===== src/rtl/muldiv_unit.sv =====
// RV32M multiply/divide unit: iterative radix-2 shift-add multiplier and
// restoring divider sharing one datapath, with single-cycle special cases.
module muldiv_unit #(
  parameter int unsigned XLEN = 32
) (
  input  logic            clk,
  input  logic            rst_n,
  input  logic            start,
  input  logic            flush,
  input  logic [2:0]      op,
  input  logic [XLEN-1:0] a,
  input  logic [XLEN-1:0] b,
  output logic            busy,
  output logic            done,
  output logic [XLEN-1:0] result
);

  localparam int unsigned CNT_W = $clog2(XLEN);
  localparam int unsigned PW    = 2 * XLEN;

  localparam logic [CNT_W-1:0] CNT_LAST = CNT_W'(XLEN - 1);
  localparam logic [XLEN-1:0]  SMIN     = {1'b1, {(XLEN-1){1'b0}}};

  localparam logic [2:0] OP_MUL    = 3'd0;
  localparam logic [2:0] OP_MULH   = 3'd1;
  localparam logic [2:0] OP_MULHSU = 3'd2;
  localparam logic [2:0] OP_MULHU  = 3'd3;
  localparam logic [2:0] OP_DIV    = 3'd4;
  localparam logic [2:0] OP_DIVU   = 3'd5;
  localparam logic [2:0] OP_REM    = 3'd6;
  localparam logic [2:0] OP_REMU   = 3'd7;

  typedef enum logic [1:0] {
    S_IDLE = 2'd0,
    S_RUN  = 2'd1,
    S_DONE = 2'd2
  } state_e;

  state_e state_q, state_d;

  // hi/lo hold {partial product} or {remainder, dividend/quotient}; md is
  // the multiplicand or divisor magnitude.
  logic [CNT_W-1:0] cnt_q, cnt_d;
  logic [XLEN-1:0]  hi_q, hi_d;
  logic [XLEN-1:0]  lo_q, lo_d;
  logic [XLEN-1:0]  md_q, md_d;
  logic [2:0]       op_q, op_d;
  logic             neg_q, neg_d;
  logic             neg_rem_q, neg_rem_d;
  logic             busy_q, busy_d;
  logic             done_q, done_d;
  logic [XLEN-1:0]  result_q, result_d;

  logic            in_div, in_sgn_a, in_sgn_b, in_a_neg, in_b_neg;
  logic            in_div0, in_ovf, in_special;
  logic [XLEN-1:0] in_a_mag, in_b_mag, in_spec_res;

  logic [XLEN:0]   mul_sum;
  logic [XLEN:0]   div_shift;
  logic [XLEN-1:0] div_diff;
  logic            div_ok;
  logic [XLEN-1:0] it_hi, it_lo;

  logic [PW-1:0]   prod, prod_s;
  logic [XLEN-1:0] quo_s, rem_s, fin_res;

  assign busy   = busy_q;
  assign done   = done_q;
  assign result = result_q;

  // Decode the incoming request: operand signs, magnitudes, special cases.
  always_comb begin
    in_div   = op[2];
    in_sgn_a = (op != OP_MULHU) && (op != OP_DIVU) && (op != OP_REMU);
    in_sgn_b = (op == OP_MUL) || (op == OP_MULH) || (op == OP_DIV) || (op == OP_REM);
    in_a_neg = in_sgn_a && a[XLEN-1];
    in_b_neg = in_sgn_b && b[XLEN-1];
    in_a_mag = in_a_neg ? -a : a;
    in_b_mag = in_b_neg ? -b : b;
    in_div0  = in_div && (b == '0);
    in_ovf   = in_div && !op[0] && (a == SMIN) && (b == '1);
    in_special = in_div0 || in_ovf;
    if (in_div0) begin
      in_spec_res = op[1] ? a : '1;
    end else begin
      in_spec_res = op[1] ? '0 : SMIN;
    end
  end

  // One radix-2 step: shift-add for multiply, restoring subtract for divide.
  always_comb begin
    mul_sum   = {1'b0, hi_q} + {1'b0, md_q & {XLEN{lo_q[0]}}};
    div_shift = {hi_q, lo_q[XLEN-1]};
    div_ok    = (div_shift >= {1'b0, md_q});
    div_diff  = div_shift[XLEN-1:0] - md_q;
    if (op_q[2]) begin
      it_hi = div_ok ? div_diff : div_shift[XLEN-1:0];
      it_lo = {lo_q[XLEN-2:0], div_ok};
    end else begin
      it_hi = mul_sum[XLEN:1];
      it_lo = {mul_sum[0], lo_q[XLEN-1:1]};
    end
  end

  // Sign-correct the final step's values and select the requested half.
  always_comb begin
    prod   = {it_hi, it_lo};
    prod_s = neg_q ? -prod : prod;
    quo_s  = neg_q ? -it_lo : it_lo;
    rem_s  = neg_rem_q ? -it_hi : it_hi;
    case (op_q)
      OP_MUL:                       fin_res = prod_s[XLEN-1:0];
      OP_MULH, OP_MULHSU, OP_MULHU: fin_res = prod_s[PW-1:XLEN];
      OP_DIV, OP_DIVU:              fin_res = quo_s;
      default:                      fin_res = rem_s;
    endcase
  end

  // State register.
  always_ff @(posedge clk or negedge rst_n) begin
    if (!rst_n) begin
      state_q <= S_IDLE;
    end else begin
      state_q <= state_d;
    end
  end

  // Next-state logic; flush overrides every transition.
  always_comb begin
    state_d = state_q;
    case (state_q)
      S_IDLE: if (start) state_d = in_special ? S_DONE : S_RUN;
      S_RUN:  if (cnt_q == CNT_LAST) state_d = S_DONE;
      S_DONE: state_d = S_IDLE;
      default: state_d = S_IDLE;
    endcase
    if (flush) begin
      state_d = S_IDLE;
    end
  end

  // Datapath and output next values.
  always_comb begin
    cnt_d     = cnt_q;
    hi_d      = hi_q;
    lo_d      = lo_q;
    md_d      = md_q;
    op_d      = op_q;
    neg_d     = neg_q;
    neg_rem_d = neg_rem_q;
    result_d  = result_q;
    busy_d    = (state_d != S_IDLE);
    done_d    = (state_d == S_DONE);
    if (!flush) begin
      case (state_q)
        S_IDLE: begin
          if (start) begin
            op_d      = op;
            hi_d      = '0;
            cnt_d     = '0;
            lo_d      = in_div ? in_a_mag : in_b_mag;
            md_d      = in_div ? in_b_mag : in_a_mag;
            neg_d     = in_a_neg ^ in_b_neg;
            neg_rem_d = in_a_neg;
            if (in_special) begin
              result_d = in_spec_res;
            end
          end
        end
        S_RUN: begin
          hi_d  = it_hi;
          lo_d  = it_lo;
          cnt_d = cnt_q + CNT_W'(1);
          if (cnt_q == CNT_LAST) begin
            result_d = fin_res;
          end
        end
        default: ;
      endcase
    end
  end

  // Datapath and registered outputs.
  always_ff @(posedge clk or negedge rst_n) begin
    if (!rst_n) begin
      cnt_q     <= '0;
      hi_q      <= '0;
      lo_q      <= '0;
      md_q      <= '0;
      op_q      <= '0;
      neg_q     <= 1'b0;
      neg_rem_q <= 1'b0;
      busy_q    <= 1'b0;
      done_q    <= 1'b0;
      result_q  <= '0;
    end else begin
      cnt_q     <= cnt_d;
      hi_q      <= hi_d;
      lo_q      <= lo_d;
      md_q      <= md_d;
      op_q      <= op_d;
      neg_q     <= neg_d;
      neg_rem_q <= neg_rem_d;
      busy_q    <= busy_d;
      done_q    <= done_d;
      result_q  <= result_d;
    end
  end

endmodule


===== config.mk =====
export PLATFORM = sky130hd
export DESIGN_NAME = muldiv_unit
export DESIGN_NICKNAME = d
export VERILOG_FILES = /design/src/rtl/muldiv_unit.sv
export SDC_FILE = /design/constraint.sdc
export NUM_CORES = 1
export LEC_CHECK = 0
export CAP_MARGIN = 40
export CORE_MARGIN = 2
export CORE_UTILIZATION = 35
export CTS_BUF_LIST = sky130_fd_sc_hd__clkbuf_8
export CTS_CLUSTER_SIZE = 12
export DETAILED_ROUTE_END_ITERATION = 6
export GPL_ROUTABILITY_DRIVEN = 0
export PLACE_DENSITY = 0.62
export SLEW_MARGIN = 25
export SYNTH_ARGS = -nofsm -noshare
export SYNTH_HDL_FRONTEND = slang
export SYNTH_SLANG_ARGS = --single-unit

===== constraint.sdc =====
create_clock -name clk -period 5.85 [get_ports clk]
set_input_delay 1.17 -clock clk [delete_from_list [all_inputs] [get_ports clk]]
set_output_delay 1.17 -clock clk [all_outputs]
set_load 0.01 [all_outputs]

run_1/congestion.png
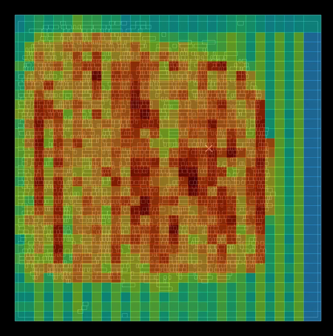
M2 GR Usage: 43.5%
GRT met3 Usage: 3.51%

run_1/clk_routes.png
(2 px per µm)
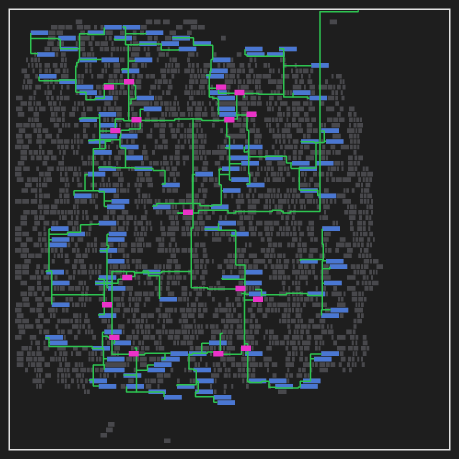
- green: clock wires (length 2290 µm)
- blue: flip-flops (count 142)
- magenta: clock drivers (count 17)
- routed clock nets: 18
Latency at later pin: 0.50 ns
Clk pwr share: 11.9%
clock network power: 0.000916 W
Clock Skews: 0.0184 ns

==> qor.csv, run 1 <==
metric;value;unit
top_layer;met4;
p_leak;7.28;nW
netlist_area;16200;µm²
ys_chip_area;16200;µm²
initCoreUtil;35.6;%
inverters;77;
logic_area;11900;µm²
finalHoldViolations;0;
num_rows;78;
power_frac_seq;18.9;%
status;complete, but fails checks;
powerDensity;413;nW/µm²
drc;10;
yosysTopAreaCellShare;21.9;%
grt_max_degree;91;
grt_pass1_wl;100000;µm
hold_slack;0.503;ns
violations;DRC;
p_sw;0.00411;W
path_max_fanout;18;
buffers;190;
power_frac_comb;69.2;%
n_fill_cell;4729;
run_1/io_fan.png
(2 px per µm)
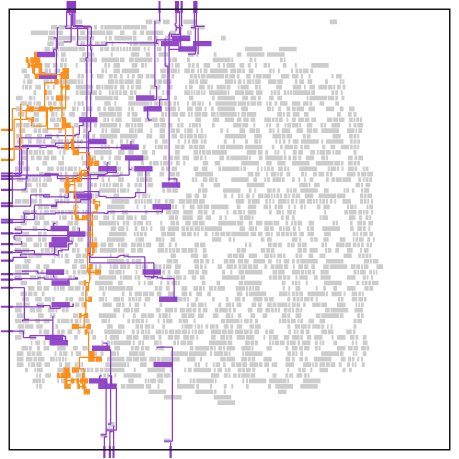
- purple: result (bits 32; direction output; edge 17 west, 11 north, 4 south; end cells 32; buffers 32; wire 2070 µm)
- orange: op (bits 3; direction input; edge west; end cells 96; buffers 4; wire 579 µm)
I/O Pins: 105
IO Port Bufs: 104

run 1: worst max-delay path, stage by stage (launching register included):
cell and delay, ns:
dfrtp_2 0.62, and2_1 0.19, ha_1 0.19, inv_1 0.07, fa_1 0.41, nand2b_1 0.18
a21oi_1 0.25, buf_4 0.19, o211ai_1 0.22, o21bai_1 0.28, xnor2_1 0.18, o221ai_2 0.24
or4b_1 0.63, or4b_4 0.61, nor4_4 0.31, mux2i_1 0.14, nor4b_1 0.57, buf_4 0.21
o21ai_1 0.05
run 1: cells by family after synthesis:
kind of cell	Yosys count	synth area share [%]
fa+ha+maj	73	5.71
flops	142	21.9
simple gates	799	23.9
compound gates	780	30.6
mux	60	3.75
xor+xnor	166	8.95
buf+inv	221	5.30
run 1: timing repair:
item	CTS	global route
resized	0	9
setup endpoints to repair	0	11
endpoints found under the hold margin	0	0
run_1/logic_types.png
(1.5 px per µm)
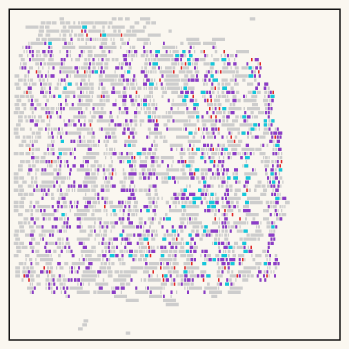

==> run 1 -> run 2 <==
==> constraint.sdc (replaced) <==
create_clock -name clk -period 5.85 [get_ports clk]
set_input_delay 0.8775 -clock clk [delete_from_list [all_inputs] [get_ports clk]]
set_output_delay 0.8775 -clock clk [all_outputs]
set_load 0.01 [all_outputs]
run_2/logic_types.png
(1.5 px per µm)
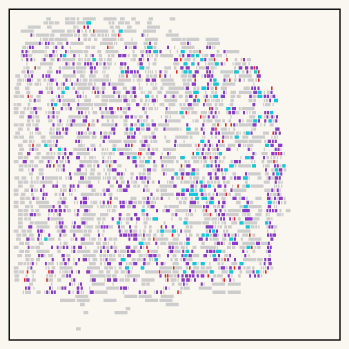
- red: inverters (cells 77; where widely spread)
- purple: inverting AOI/OAI gates (cells 672)
- cyan: AND-OR and OR-AND gates (cells 108)
non-filler cells, final: 2912
Commonest Layout Cell: nand2_1

run_2/metal_density.png
(1.5 px per µm) 22 x 22 tiles, from white (low) to dark blue (high), scaled to the fullest tile. Values are wire area over tile area, all layers added.
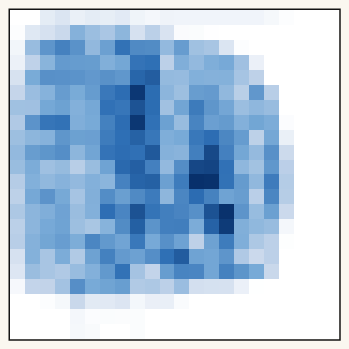
- nearly empty tiles: 28%
- fullest tile: 0.66
- mean over tiles: 0.22
- densest ninth of the die: center
final WL: 64500 µm
gr usage total: 26.7%
routed via count: 18000
drt wl/cell: 22.2 µm

run_2/io_fan.png
(2 px per µm)
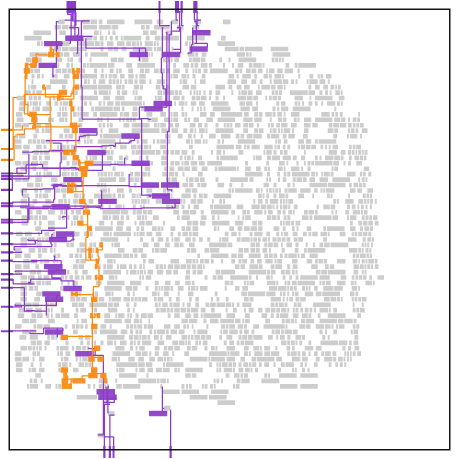
- orange: op (bits 3; direction input; edge west; end cells 96; buffers 4; wire 630 µm)
- purple: result (bits 32; direction output; edge 17 west, 11 north, 4 south; end cells 32; buffers 32; wire 1830 µm)

==> qor.csv, run 2 <==
metric;value;unit
status;finished clean;
logic_area;11900;µm²
portBuffers;104;
cts_resized;0;
clock.latency.late_pin;0.49;ns
inverters;77;
skew;0.0218;ns
buffers;183;
met3_usage;4.81;%
p_leak;7.29;nW
grt_pass1_wl;99300;µm
critPathTopFamily;AND-OR/OR-AND gates;
n_fill_cell;4645;
cp.depth;19;
slowest_delay;0.56;ns
final_area;18700;µm²
powerDensity;412;nW/µm²
yosysTopAreaCellShare;21.9;%
netlist_area;16200;µm²
path_cells;ha_1, a21oi_1, o21ai_1, a2111o_1, o211ai_2, nand3_1, o21ai_2, ha_1, o21ai_0, or4_1, nand4bb_2, or3_1, nor2_2, nand3_2, o41ai_1, xor2_1, nor2_1, o21ai_0, a31oi_1;
num_rows;78;
top_layer;met4;
grt_max_degree;71;
io_pins;105;
initCoreUtil;35.6;%
ys_chip_area;16200;µm²
drc;0;
path_max_fanout;6;
run 2: cell counts after synthesis:
No cell type changed its count.
run 2: logic make-up (layout without fill, tap and decap cells):
logic type | count (synthesis) | after routing | share of synthesized area [%]
fa+ha+maj | 73 | 73 | 5.71
compound gates | 780 | 780 | 30.6
flops | 142 | 142 | 21.9
mux | 60 | 60 | 3.75
buf+inv | 221 | 292 | 5.30
simple gates | 799 | 799 | 23.9
xor+xnor | 166 | 166 | 8.95
run 2: where the power goes:
part / switching, W / internal, W / leakage, nW
Sequential: 0.000266 / 0.00117 / 1.83
Clock: 0.000466 / 0.000471 / 0.214
Combinational: 0.00337 / 0.00195 / 5.25
Total: 0.00410 / 0.00359 / 7.29
Power is estimated from default activity; no workload was simulated.
